Fig. 1: signal wires on met4
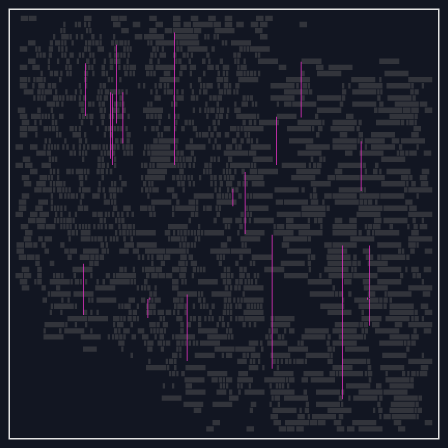
Fig. 2: routed clock nets over the placement
The bar under the picture is 50 um long.
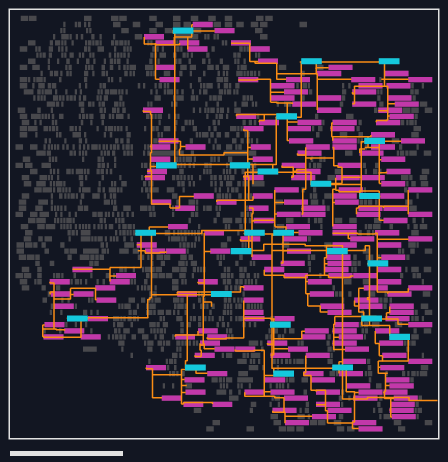
Fig. 3: cells colored by class
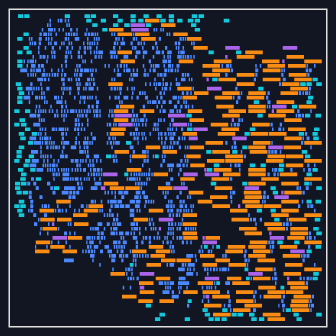
Fig. 4: wiring heat map
The die is cut into 38 by 38 equal tiles; dark blue is low, red is high, scaled to the fullest tile. Values are wire area over tile area, all layers added.
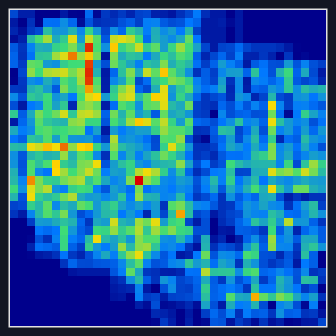
Fig. 5: clock wiring as the flow saved it
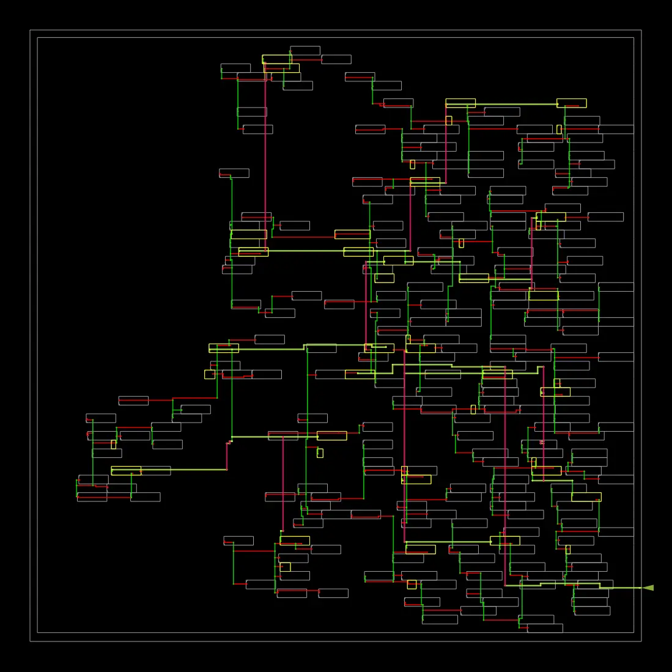
--- src/rtl/geometry_fetch_if.sv ---
// geometry_fetch_if: burst control, geometry ROM port and output stream of geometry_fetch
interface geometry_fetch_if #(parameter int WIDTH = 32);
    logic             start;
    logic [31:0]      base_addr;
    logic [15:0]      count;
    logic             busy;
    logic             done;
    logic             err;
    logic [31:0]      rom_addr;
    logic [WIDTH-1:0] rom_data;
    logic [WIDTH-1:0] out_data;
    logic             out_valid;
    logic             out_ready;
    logic             out_last;
    modport master (
        output start, base_addr, count, rom_data, out_ready,
        input  busy, done, err, rom_addr, out_data, out_valid, out_last
    );
    modport slave (
        input  start, base_addr, count, rom_data, out_ready,
        output busy, done, err, rom_addr, out_data, out_valid, out_last
    );
endinterface

--- src/rtl/geometry_fetch.sv ---
// geometry_fetch: streams a range-checked burst of geometry ROM words through a small credit-limited FIFO
module geometry_fetch #(
    parameter int WIDTH      = 32,
    parameter int DEPTH      = 8192,
    parameter int FIFO_DEPTH = 4
) (
    input logic             clk,
    input logic             rst,
    geometry_fetch_if.slave bus
);
    localparam int AW = $clog2(FIFO_DEPTH);
    typedef enum logic [1:0] {IDLE, FETCH, DRAIN} state_t;
    state_t            state;
    logic [15:0]       cnt;
    logic [15:0]       issued;
    logic              inflight;
    logic              inflight_last;
    logic [AW:0]       fifo_count;
    logic [AW-1:0]     wr_ptr;
    logic [AW-1:0]     rd_ptr;
    logic [WIDTH-1:0]  mem [FIFO_DEPTH];
    logic [FIFO_DEPTH-1:0] last_mem;
    logic [AW+1:0]     credit_sum;
    logic [32:0]       range_sum;
    logic              issue;
    logic              last_issue;
    logic              push;
    logic              pop;
    // Words already requested from the ROM count against FIFO space; a pop this cycle does not
    assign credit_sum = {1'b0, fifo_count} + (AW+2)'(inflight);
    assign issue      = (state == FETCH) && (credit_sum < (AW+2)'(FIFO_DEPTH));
    assign last_issue = issue && (issued == cnt - 16'd1);
    assign range_sum  = {1'b0, bus.base_addr} + {17'b0, bus.count};
    assign push       = inflight;
    assign pop        = bus.out_valid && bus.out_ready;
    assign bus.out_valid = fifo_count != '0;
    assign bus.out_data  = mem[rd_ptr];
    assign bus.out_last  = last_mem[rd_ptr] && bus.out_valid;
    always_ff @(posedge clk) begin
        if (push) mem[wr_ptr] <= bus.rom_data;
    end
    always_ff @(posedge clk or posedge rst) begin
        if (rst) begin
            state         <= IDLE;
            bus.busy      <= 1'b0;
            bus.done      <= 1'b0;
            bus.err       <= 1'b0;
            bus.rom_addr  <= '0;
            cnt           <= '0;
            issued        <= '0;
            inflight      <= 1'b0;
            inflight_last <= 1'b0;
            fifo_count    <= '0;
            wr_ptr        <= '0;
            rd_ptr        <= '0;
            last_mem      <= '0;
        end else begin
            bus.done      <= 1'b0;
            bus.err       <= 1'b0;
            inflight      <= issue;
            inflight_last <= last_issue;
            fifo_count    <= fifo_count + (AW+1)'(push) - (AW+1)'(pop);
            if (push) begin
                last_mem[wr_ptr] <= inflight_last;
                wr_ptr           <= wr_ptr + 1'b1;
            end
            if (pop) rd_ptr <= rd_ptr + 1'b1;
            case (state)
                IDLE: if (bus.start) begin
                    if (range_sum > 33'(DEPTH)) bus.err <= 1'b1;
                    else if (bus.count == '0) bus.done <= 1'b1;
                    else begin
                        state        <= FETCH;
                        bus.busy     <= 1'b1;
                        bus.rom_addr <= bus.base_addr;
                        cnt          <= bus.count;
                        issued       <= '0;
                    end
                end
                FETCH: if (issue) begin
                    issued <= issued + 16'd1;
                    if (last_issue) state <= DRAIN;
                    else bus.rom_addr <= bus.rom_addr + 32'd1;
                end
                DRAIN: if (pop && last_mem[rd_ptr]) begin
                    state    <= IDLE;
                    bus.busy <= 1'b0;
                    bus.done <= 1'b1;
                end
                default: state <= IDLE;
            endcase
        end
    end
endmodule

--- src/flat_wrapper.sv ---
// flat-port wrapper written by rule: the top's interface ports become plain ports
module geometry_fetch_flat 
#(
    parameter int WIDTH      = 32,
    parameter int DEPTH      = 8192,
    parameter int FIFO_DEPTH = 4
)
  (clk, rst, bus_start, bus_base_addr, bus_count, bus_rom_data, bus_out_ready, bus_busy, bus_done, bus_err, bus_rom_addr, bus_out_data, bus_out_valid, bus_out_last);
  geometry_fetch_if #(.WIDTH(WIDTH)) bus_i ();
  input logic clk;
  input logic rst;
  input wire logic [$bits(bus_i.start)-1:0] bus_start;
  input wire logic [$bits(bus_i.base_addr)-1:0] bus_base_addr;
  input wire logic [$bits(bus_i.count)-1:0] bus_count;
  input wire logic [$bits(bus_i.rom_data)-1:0] bus_rom_data;
  input wire logic [$bits(bus_i.out_ready)-1:0] bus_out_ready;
  output wire logic [$bits(bus_i.busy)-1:0] bus_busy;
  output wire logic [$bits(bus_i.done)-1:0] bus_done;
  output wire logic [$bits(bus_i.err)-1:0] bus_err;
  output wire logic [$bits(bus_i.rom_addr)-1:0] bus_rom_addr;
  output wire logic [$bits(bus_i.out_data)-1:0] bus_out_data;
  output wire logic [$bits(bus_i.out_valid)-1:0] bus_out_valid;
  output wire logic [$bits(bus_i.out_last)-1:0] bus_out_last;
  assign bus_i.start = bus_start;
  assign bus_i.base_addr = bus_base_addr;
  assign bus_i.count = bus_count;
  assign bus_i.rom_data = bus_rom_data;
  assign bus_i.out_ready = bus_out_ready;
  assign bus_busy = bus_i.busy;
  assign bus_done = bus_i.done;
  assign bus_err = bus_i.err;
  assign bus_rom_addr = bus_i.rom_addr;
  assign bus_out_data = bus_i.out_data;
  assign bus_out_valid = bus_i.out_valid;
  assign bus_out_last = bus_i.out_last;
  geometry_fetch #(.WIDTH(WIDTH), .DEPTH(DEPTH), .FIFO_DEPTH(FIFO_DEPTH)) u_core (.clk(clk), .rst(rst), .bus(bus_i));
endmodule
--- config.mk ---
export PLATFORM = sky130hd
export DESIGN_NAME = geometry_fetch_flat
export DESIGN_NICKNAME = d
export VERILOG_FILES = /design/src/rtl/geometry_fetch_if.sv /design/src/rtl/geometry_fetch.sv /design/src/flat_wrapper.sv
export SDC_FILE = /design/constraint.sdc
export NUM_CORES = 1
export LEC_CHECK = 0
export ABC_AREA = 1
export CAP_MARGIN = 0
export CORE_MARGIN = 2
export CORE_UTILIZATION = 35
export DETAILED_ROUTE_END_ITERATION = 16
export GPL_ROUTABILITY_DRIVEN = 0
export MAX_ROUTING_LAYER = met4
export PLACE_DENSITY = 0.52
export SYNTH_ARGS = -nofsm -noshare
export SYNTH_HDL_FRONTEND = slang
export SYNTH_SLANG_ARGS = --single-unit
--- constraint.sdc ---
create_clock -name clk -period 7.2 [get_ports clk]
set_input_delay 1.44 -clock clk [delete_from_list [all_inputs] [get_ports clk]]
set_output_delay 1.44 -clock clk [all_outputs]
set_load 0.03 [all_outputs]
==> results.py <==
# Metrics from the implementation run
metrics = {
    "yosys": {
        "synthCells": 1483,
        "yosys-mux-area-fraction_pct": 0.0930,
        "fp_nets": 1595,
    },
    "die": {
        "die-height_um": 190,
        "die_w_um": 190,
    },
    "worst_setup_path": {
        "worstPathRequired_ns": 7.59,
        "cp-end-kind": "flop",
        "cp_max_fo": 32,
        "crit_path_start": "bus_base_addr[0]",
    },
    "sta": {
        "setup_tns_ns": 0,
        "setup_violations": 0,
    },
    "layout": {
        "drive_gt1_share_pct": 6.52,
    },
    "placed_design": {
        "placed_area_mm2": 0.0140,
    },
    "clocking": {
        "clock_latency_ns": 0.53,
        "cts_resized": 0,
        "cts.htree.levels": 1,
    },
    "power": {
        "netSwitchingPower_mw": 1.29,
    },
    "detailed_routing": {
        "firstDrtPassIters": 5,
        "finalWirelength_um": 34900,
    },
    "status": {
        "status": "finished, final reports clean",
    },
}
## Picture notes: Fig. 1
The layer holds 1.5% of the routed length. 11 nets have wire on it. The layer carries 524 um of wire. The wires run mostly vertical. The longest straight run is 68.0 um.

## Picture notes: Fig. 2
flip-flops: marked magenta, count 210. clock wires: marked orange, length 2,830 um. cells driving clock nets: marked cyan, count 24.
There are 25 routed clock nets.

## Picture notes: Fig. 3
other buffers and delay cells: marked cyan, cells 162. all other logic: marked blue, cells 1,226. clock drivers and dummy loads: marked purple, cells 44. flip-flops: marked orange, cells 210.
Seq/total area: 39.7%
core footprint: 0.0343 mm2
Util after Layout: 43.3%

## Picture notes: Fig. 4
14% of the tiles are nearly empty. The mean over all tiles is 0.15. The densest ninth of the die: left middle. The fullest tile reaches 0.54. The emptiest ninth of the die: bottom left.

## Picture notes: Fig. 5
Clock Skew: 0.0281 ns
flop count: 210

==> state kept, by name, indices dropped and copies added, names as in the netlist <==
signal,count
u_core.mem,128
u_core.bus.rom_addr,32
u_core.cnt,16
u_core.issued,16
u_core.last_mem,4
u_core.fifo_count,3
u_core.rd_ptr,2
u_core.state,2
u_core.wr_ptr,2
u_core.bus.busy,1
u_core.bus.done,1
u_core.bus.err,1
u_core.inflight,1
u_core.inflight_last,1
==> critical path: cells and delay by family <==
kind	cells	cell delay, ns
simple gates	14	2.42
compound gates	1	0.13
buf+inv	1	0.56
fa+ha+maj	2	0.73
==> layout make-up <==
class                   count  area, um2  area share (%)
diodes                      2       5.00          0.0337
repair buffers            162       1600            10.8
flip-flops and latches    210       5900            39.7
inverters                 138        519            3.50
clock buffers              29        619            4.17
multi-input cells        1088       5470            36.8
well taps                 455        569            3.84
clock inverters            15        166            1.12
==> cell usage in the layout (no fill, tap or decap), drive strengths merged <==
master / instances
a21oi: 23
a31oi: 4
a32o: 1
and2: 2
and3: 2
and3b: 1
buf: 10
bufinv: 3
clkbuf: 29
clkdlybuf4s50: 152
clkinv: 13
clkinvlp: 1
dfrtp: 82
diode: 2
edfxtp: 128
fa: 2
ha: 26
inv: 136
mux2: 1
nand2: 444
nand2b: 1
nand3: 109
nand3b: 10
nand4: 37
nor2: 170
nor3: 30
nor3b: 4
nor4: 17
nor4b: 1
o21ai: 105
o21bai: 1
o22ai: 32
o31ai: 1
or2: 5
xnor2: 22
xor2: 37
==> worst max path at each step <==
stage | endpoint | cells after the start
3_5_place_dp | u_core.bus.rom_addr[2] | 18
6_report | u_core.bus.rom_addr[6] | 18
4_1_cts | u_core.bus.rom_addr[26] | 18
2_1_floorplan | u_core.cnt[4] | 18
5_1_grt | u_core.bus.rom_addr[18] | 18
3_3_place_gp | u_core.bus.rom_addr[16] | 18
==> Yosys cell counts (all sizes together) <==
master,number
nand4,37
inv,137
a32o,1
and3b,1
nand3b,10
xnor2,22
nor2,170
nor4b,1
edfxtp,128
fa,2
o31ai,1
clkinv,1
clkbuf,30
or2,5
and3,2
o21bai,1
buf,17
o22ai,32
a31oi,4
nor3b,4
xor2,37
a21oi,23
nor3,30
mux2,1
nor4,17
and2,2
nand2b,1
dfrtp,82
o21ai,105
ha,26
nand2,444
nand3,109
==> power by group through the flow <==
stage	combinational [mW]	clock, mW	sequential (mW)
finish	1.23	1.21	1.31
global route	1.34	1.29	1.31
CTS	1.24	1.25	1.31
detailed placement	1.24	0	1.33
global placement	1.24	0	1.33
floorplan	0.744	0	1.34
==> layer usage <==
layer	GRT usage, %	up-vias	routed length (um)
met5	-	-	0
met4	3.85	0	524
met3	2.60	44	1740
met2	31.0	262	15800
met1	27.3	4905	16800
li1	-	5234	-
==> kinds of logic after synthesis <==
group | count (synthesis)
and+or+nand+nor | 833
DFF | 210
buffers and inverters | 185
AOI/OAI and AO/OA | 167
xor gates and xnor gates | 59
adders and majority gates | 28
muxes | 1
==> metrics by stage <==
step                cells  power, mW
global placement     2053       2.57
detailed placement   2053       2.58
global route         2099       3.94
finish               2099       3.75
floorplan            1483       2.08
CTS                  2097       3.80
Power and IR drop assume default switching activity.
